Design extend_pipe, sky130hd; sources not shown.
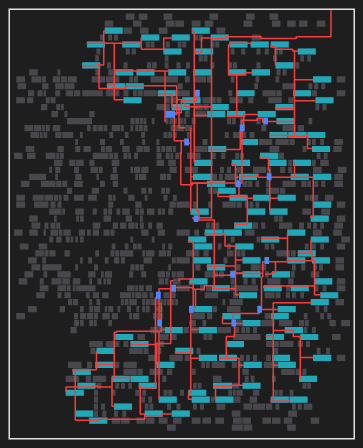
Figure 1: clock wires, drivers and flops.
[cyan] flip-flops | count: 130
[blue] clock-net drivers | count: 17
[red] clock wires | length: 1810 um
routed clock nets: 18
clock group total power: 0.264 mW
clock latency at the later pin of the worst-skew pair: 0.67 ns

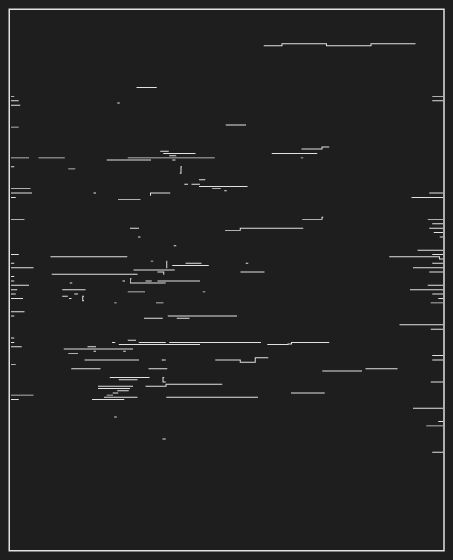
Figure 2: metal 3.
nets with wire on the layer: 116
share of all routed wire: 4.1%
longest straight run: 28.1 um
main direction: horizontal
post-detailed-routing wire length: 22100 um
met3 Resource Use GR: 0.02452
via total after detailed routing: 6609

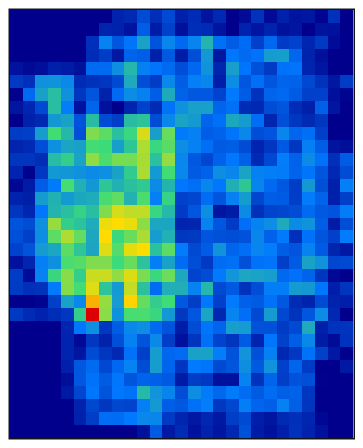
Figure 3: wire density map.
27 x 33 tiles, from dark blue (low) to red (high), scaled to the fullest tile. Values are wire area over tile area, all layers added.
fullest tile: 0.74
densest ninth of the die: middle left
mean over tiles: 0.15
tiles over half the peak: 7.4%
nearly empty tiles: 13%
GRT Total Usage: 0.1990
per-cell routed wire length: 18.47 um

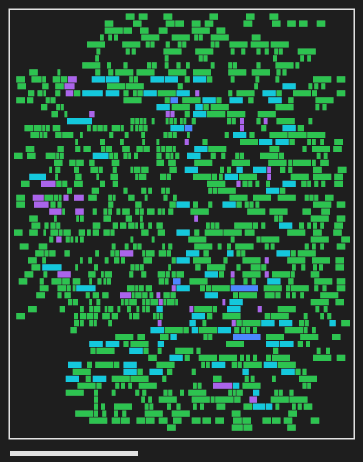
Figure 4: drive-strength map.
Scale bar: 50 um.
| colour | size | cells |
|---|---|---|
| blue | x6 and larger | 5 |
| cyan | x3 and x4 | 80 |
| green | x1 and smaller | 793 |
| purple | x2 | 39 |
non-clock buffer total of the final layout: 112
P&R area growth vs syn: 13.78%
post-route design area: 8690 um^2

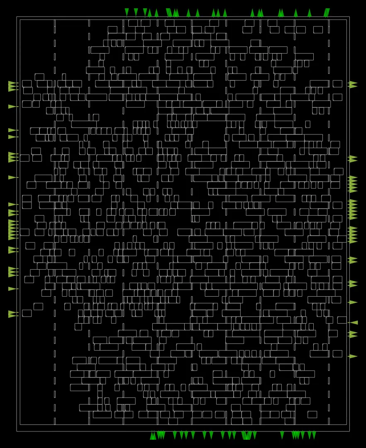
Figure 5: cell placement.
floorplan row count: 60
fin cells: 1197
Core Region: 21470 um^2

==> GITHUB_STEP_SUMMARY <==
## PnR job results

| Metric | Value |
|---|---|
| Net switching share of the total power | 0.3461 |
| Vias per cell | 5.521 |
| Number of instances resized during post-cts repair | 0 |
| Clock net sink count | 130 |
| Remaining global-route overflow | 0 |
| Antenna-violating nets left | 0 |
| Setup Skew | 0.04587 ns |
| I/O pin count | 105 |
| Ys flops | 130 |
| Run status | finished, final reports clean |
| Clock tree from TritonCTS | done |
| Wire length of the first global-routing pass | 35420 um |
| Largest net degree at the start of global routing | 92 |
| Final Critical Period | 7.646 ns |
| Placed cell count | 1165 |
| Width of the chip | 134.1 um |
| Total Negative Setup Slacks | 0 ns |
| Leading post-synthesis cells by instance count | 130 x sky130_fd_sc_hd__dfxtp_1, 106 x sky130_fd_sc_hd__a21oi_1, 84 x sky130_fd_sc_hd__nand3_1 |
| Hold Violations, Final | 0 |
| Pin slew with the least headroom to its limit | 1.056 ns |
| Leak Pwr | 3.198 nW |
| Slowest cell delay on critical path | 0.96 ns |
| Share of flip-flops with an asynchronous set or reset after synthesis | 0 |
| Number of levels in the clock H-tree | 4 |
| Total power of the final layout | 0.9916 mW |
| Crit start category | input pin |
| Post-synth tally of flip-flops with integrated enable | 0 |
| Setup repair after global routing missed its margin | no |
| Clock buffer depth | 2 |
| Worst slew margin | 0.2953 |
| Combinational power share | 0.263 |
| Count of hold buffers inserted by post-cts repair | 0 |
| Biggest area consumer among synthesized cells | sky130_fd_sc_hd__dfxtp_1 |
| Number of buffers created by CTS | 17 |
| Worst min-delay path class | flip-flop to flip-flop |
| Part of the cycle the worst path needs | 0.6319 |
| Highest clock rate | 0.1308 GHz |
| DRC violations left | 0 |
| Max Cap Violations | 0 |
| RD Place Congestion | 0.8864 |
| Critical path's slowest cell | sky130_fd_sc_hd__clkdlybuf4s50_1 |
| Most frequently used flop master after synthesis | sky130_fd_sc_hd__dfxtp_1 |
| Worst endpoint required time | 12.64 ns |
| Count of distinct cell types in the synthesized netlist | 75 |
| Number of I/O port buffers | 104 |
| Max-slew violation count | 0 |
| Reported net switching power | 0.3432 mW |
| Worst Path Max Fanout | 36 |
| Crit path top cell by count | sky130_fd_sc_hd__inv_1 |
| Area after DPL | 8461 um^2 |
| First-iteration detailed-routing DRC count | 667 |
| Reg2Reg Depth | 5 |
| Via count of the first global-routing pass | 6307 |
| Most numerous cell in the Yosys netlist | sky130_fd_sc_hd__dfxtp_1 |
| Net total in the final layout | 944 |
| Pre-Place Util | 0.3557 |
| Floorplan net count | 919 |
| Area of the chip | 22420 um^2 |
| Share of post-route cells with drive strength above 1 | 0.1352 |
| Tool Warnings | 27 |
| Top area contributor share | 0.3408 |
| Arrival time worst endpoint | 8.18 ns |
| Portion of total power attributed to the clock network | 0.267 |
| Clock edge transition at the registers on the reported setup and hold paths | 0.20 ns |
| Internal reg-to-reg setup slack | 9.86 ns |
| Top cells, area | sky130_fd_sc_hd__dfxtp_1 34%, sky130_fd_sc_hd__mux2_4 12%, sky130_fd_sc_hd__a21oi_1 6.9% |
| Antenna violations before repair | 1 |
| Post-Route Utilization | 0.4047 |
| CP Class | input pin to flip-flop |
| Internal Pwr Total | 0.6485 mW |
| Instance tally after logic synthesis | 880 |
| Yosys warns | 6 |
| Clock tree root buffer cell | sky130_fd_sc_hd__clkbuf_2 |
| Share of power burned in registers | 0.470 |
| VDD IR max | 0.04565 mV |
| Areal power density over the cells | 114.1 nW/um^2 |
| Die Y | 167.2 um |
| Number of detailed-routing iterations run before antenna repair | 5 |
| Total setup violations reported at the end of the flow | 0 |
| Half-perimeter wire length after placement | 14630 um |
| Number of setup buffers added after CTS | 0 |
| Post-synth seq share | 0.3408 |
| Area of the mapped netlist | 7637 um^2 |
| Area reported by Yosys stat | 7637 um^2 |
| Min-Delay Path Depth | 2 |
| Yosys cell count | 880 |
| Post-Syn Area per Cell | 8.679 um^2 |
| Crit-path cells | clkdlybuf4s50_1, o211ai_2, nand2_2, inv_1, ha_1, nor2b_1, mux2i_2, a21oi_1, o31ai_4, nand4_4, o21ai_1, inv_1, mux2_1 |
-- power groups by stage --
stage	Sequential, mW	Clock (mW)	Combinational (mW)
2_1_floorplan	0.491	0	0.192
3_3_place_gp	0.475	0	0.259
3_5_place_dp	0.475	0	0.259
4_1_cts	0.467	0.279	0.260
5_1_grt	0.470	0.294	0.281
6_report	0.466	0.264	0.261
-- final cells by class --
cell class | count | area [um^2]
fill | 2294 | 12780
inverter | 15 | 56.30
clock inverter | 13 | 136.4
antenna | 1 | 2.502
sequential | 130 | 2604
timing repair buffer | 112 | 1099
clock buffer | 18 | 90.09
tap | 279 | 349.1
multi-input combinational | 629 | 4353
-- cell families after synthesis --
| family | synth area share |
|---|---|
| AND-OR/OR-AND | 0.2431 |
| AND/OR/NAND/NOR | 0.1825 |
| flip-flops | 0.3408 |
| buffers and inverters | 0.09060 |
| multiplexers | 0.1355 |
| XOR/XNOR | 0.004261 |
| adder cells (fa/ha/maj) | 0.003276 |
-- layer usage --
metal,GRT usage,share of wire
met2,0.3190,0.48
met5,0,0
met1,0.2725,0.46
met3,0.02452,0.041
met4,0.07279,0.020
-- stage by stage --
stage	worst slack, ns	hold slack (ns)
after floorplan	5.865	0.4379
after global placement	4.004	0.4526
after detailed placement	3.894	0.4607
after CTS	4.634	0.4637
after global routing	4.080	0.4914
final	4.454	0.4517
-- critical path, delay by kind of cell --
kind | cells | cell delay (ns)
simple gates | 3 | 0.93
fa+ha+maj | 1 | 0.77
buf+inv | 3 | 1.72
mux | 2 | 0.79
compound gates | 4 | 1.52
-- layout by cell type (no fill, tap or decap), types with 3 or more instances in the layout --
master,netlist,final
sky130_fd_sc_hd__a211oi_1,4,4
sky130_fd_sc_hd__a21o_1,4,4
sky130_fd_sc_hd__a21oi_1,106,106
sky130_fd_sc_hd__a31oi_1,9,9
sky130_fd_sc_hd__a32oi_1,10,10
sky130_fd_sc_hd__buf_4,33,9
sky130_fd_sc_hd__clkbuf_2,0,18
sky130_fd_sc_hd__clkdlybuf4s50_1,0,103
sky130_fd_sc_hd__clkinv_1,2,3
sky130_fd_sc_hd__clkinv_2,0,3
sky130_fd_sc_hd__clkinvlp_4,0,3
sky130_fd_sc_hd__dfxtp_1,130,129
sky130_fd_sc_hd__inv_1,12,12
sky130_fd_sc_hd__inv_6,0,3
sky130_fd_sc_hd__mux2_1,4,4
sky130_fd_sc_hd__mux2_4,60,60
sky130_fd_sc_hd__mux2i_1,3,3
sky130_fd_sc_hd__nand2_1,29,29
sky130_fd_sc_hd__nand2b_1,12,11
sky130_fd_sc_hd__nand3_1,84,84
sky130_fd_sc_hd__nand3b_1,7,7
sky130_fd_sc_hd__nor2_1,26,26
sky130_fd_sc_hd__nor2b_1,66,65
sky130_fd_sc_hd__nor3_1,11,11
sky130_fd_sc_hd__o211a_1,3,3
sky130_fd_sc_hd__o211ai_1,9,9
sky130_fd_sc_hd__o21ai_0,80,80
sky130_fd_sc_hd__o21ai_1,18,18
sky130_fd_sc_hd__o221ai_1,12,12
sky130_fd_sc_hd__o22ai_1,4,4
sky130_fd_sc_hd__o31a_1,4,4
sky130_fd_sc_hd__o31ai_1,13,13
Power and IR drop assume default switching activity.
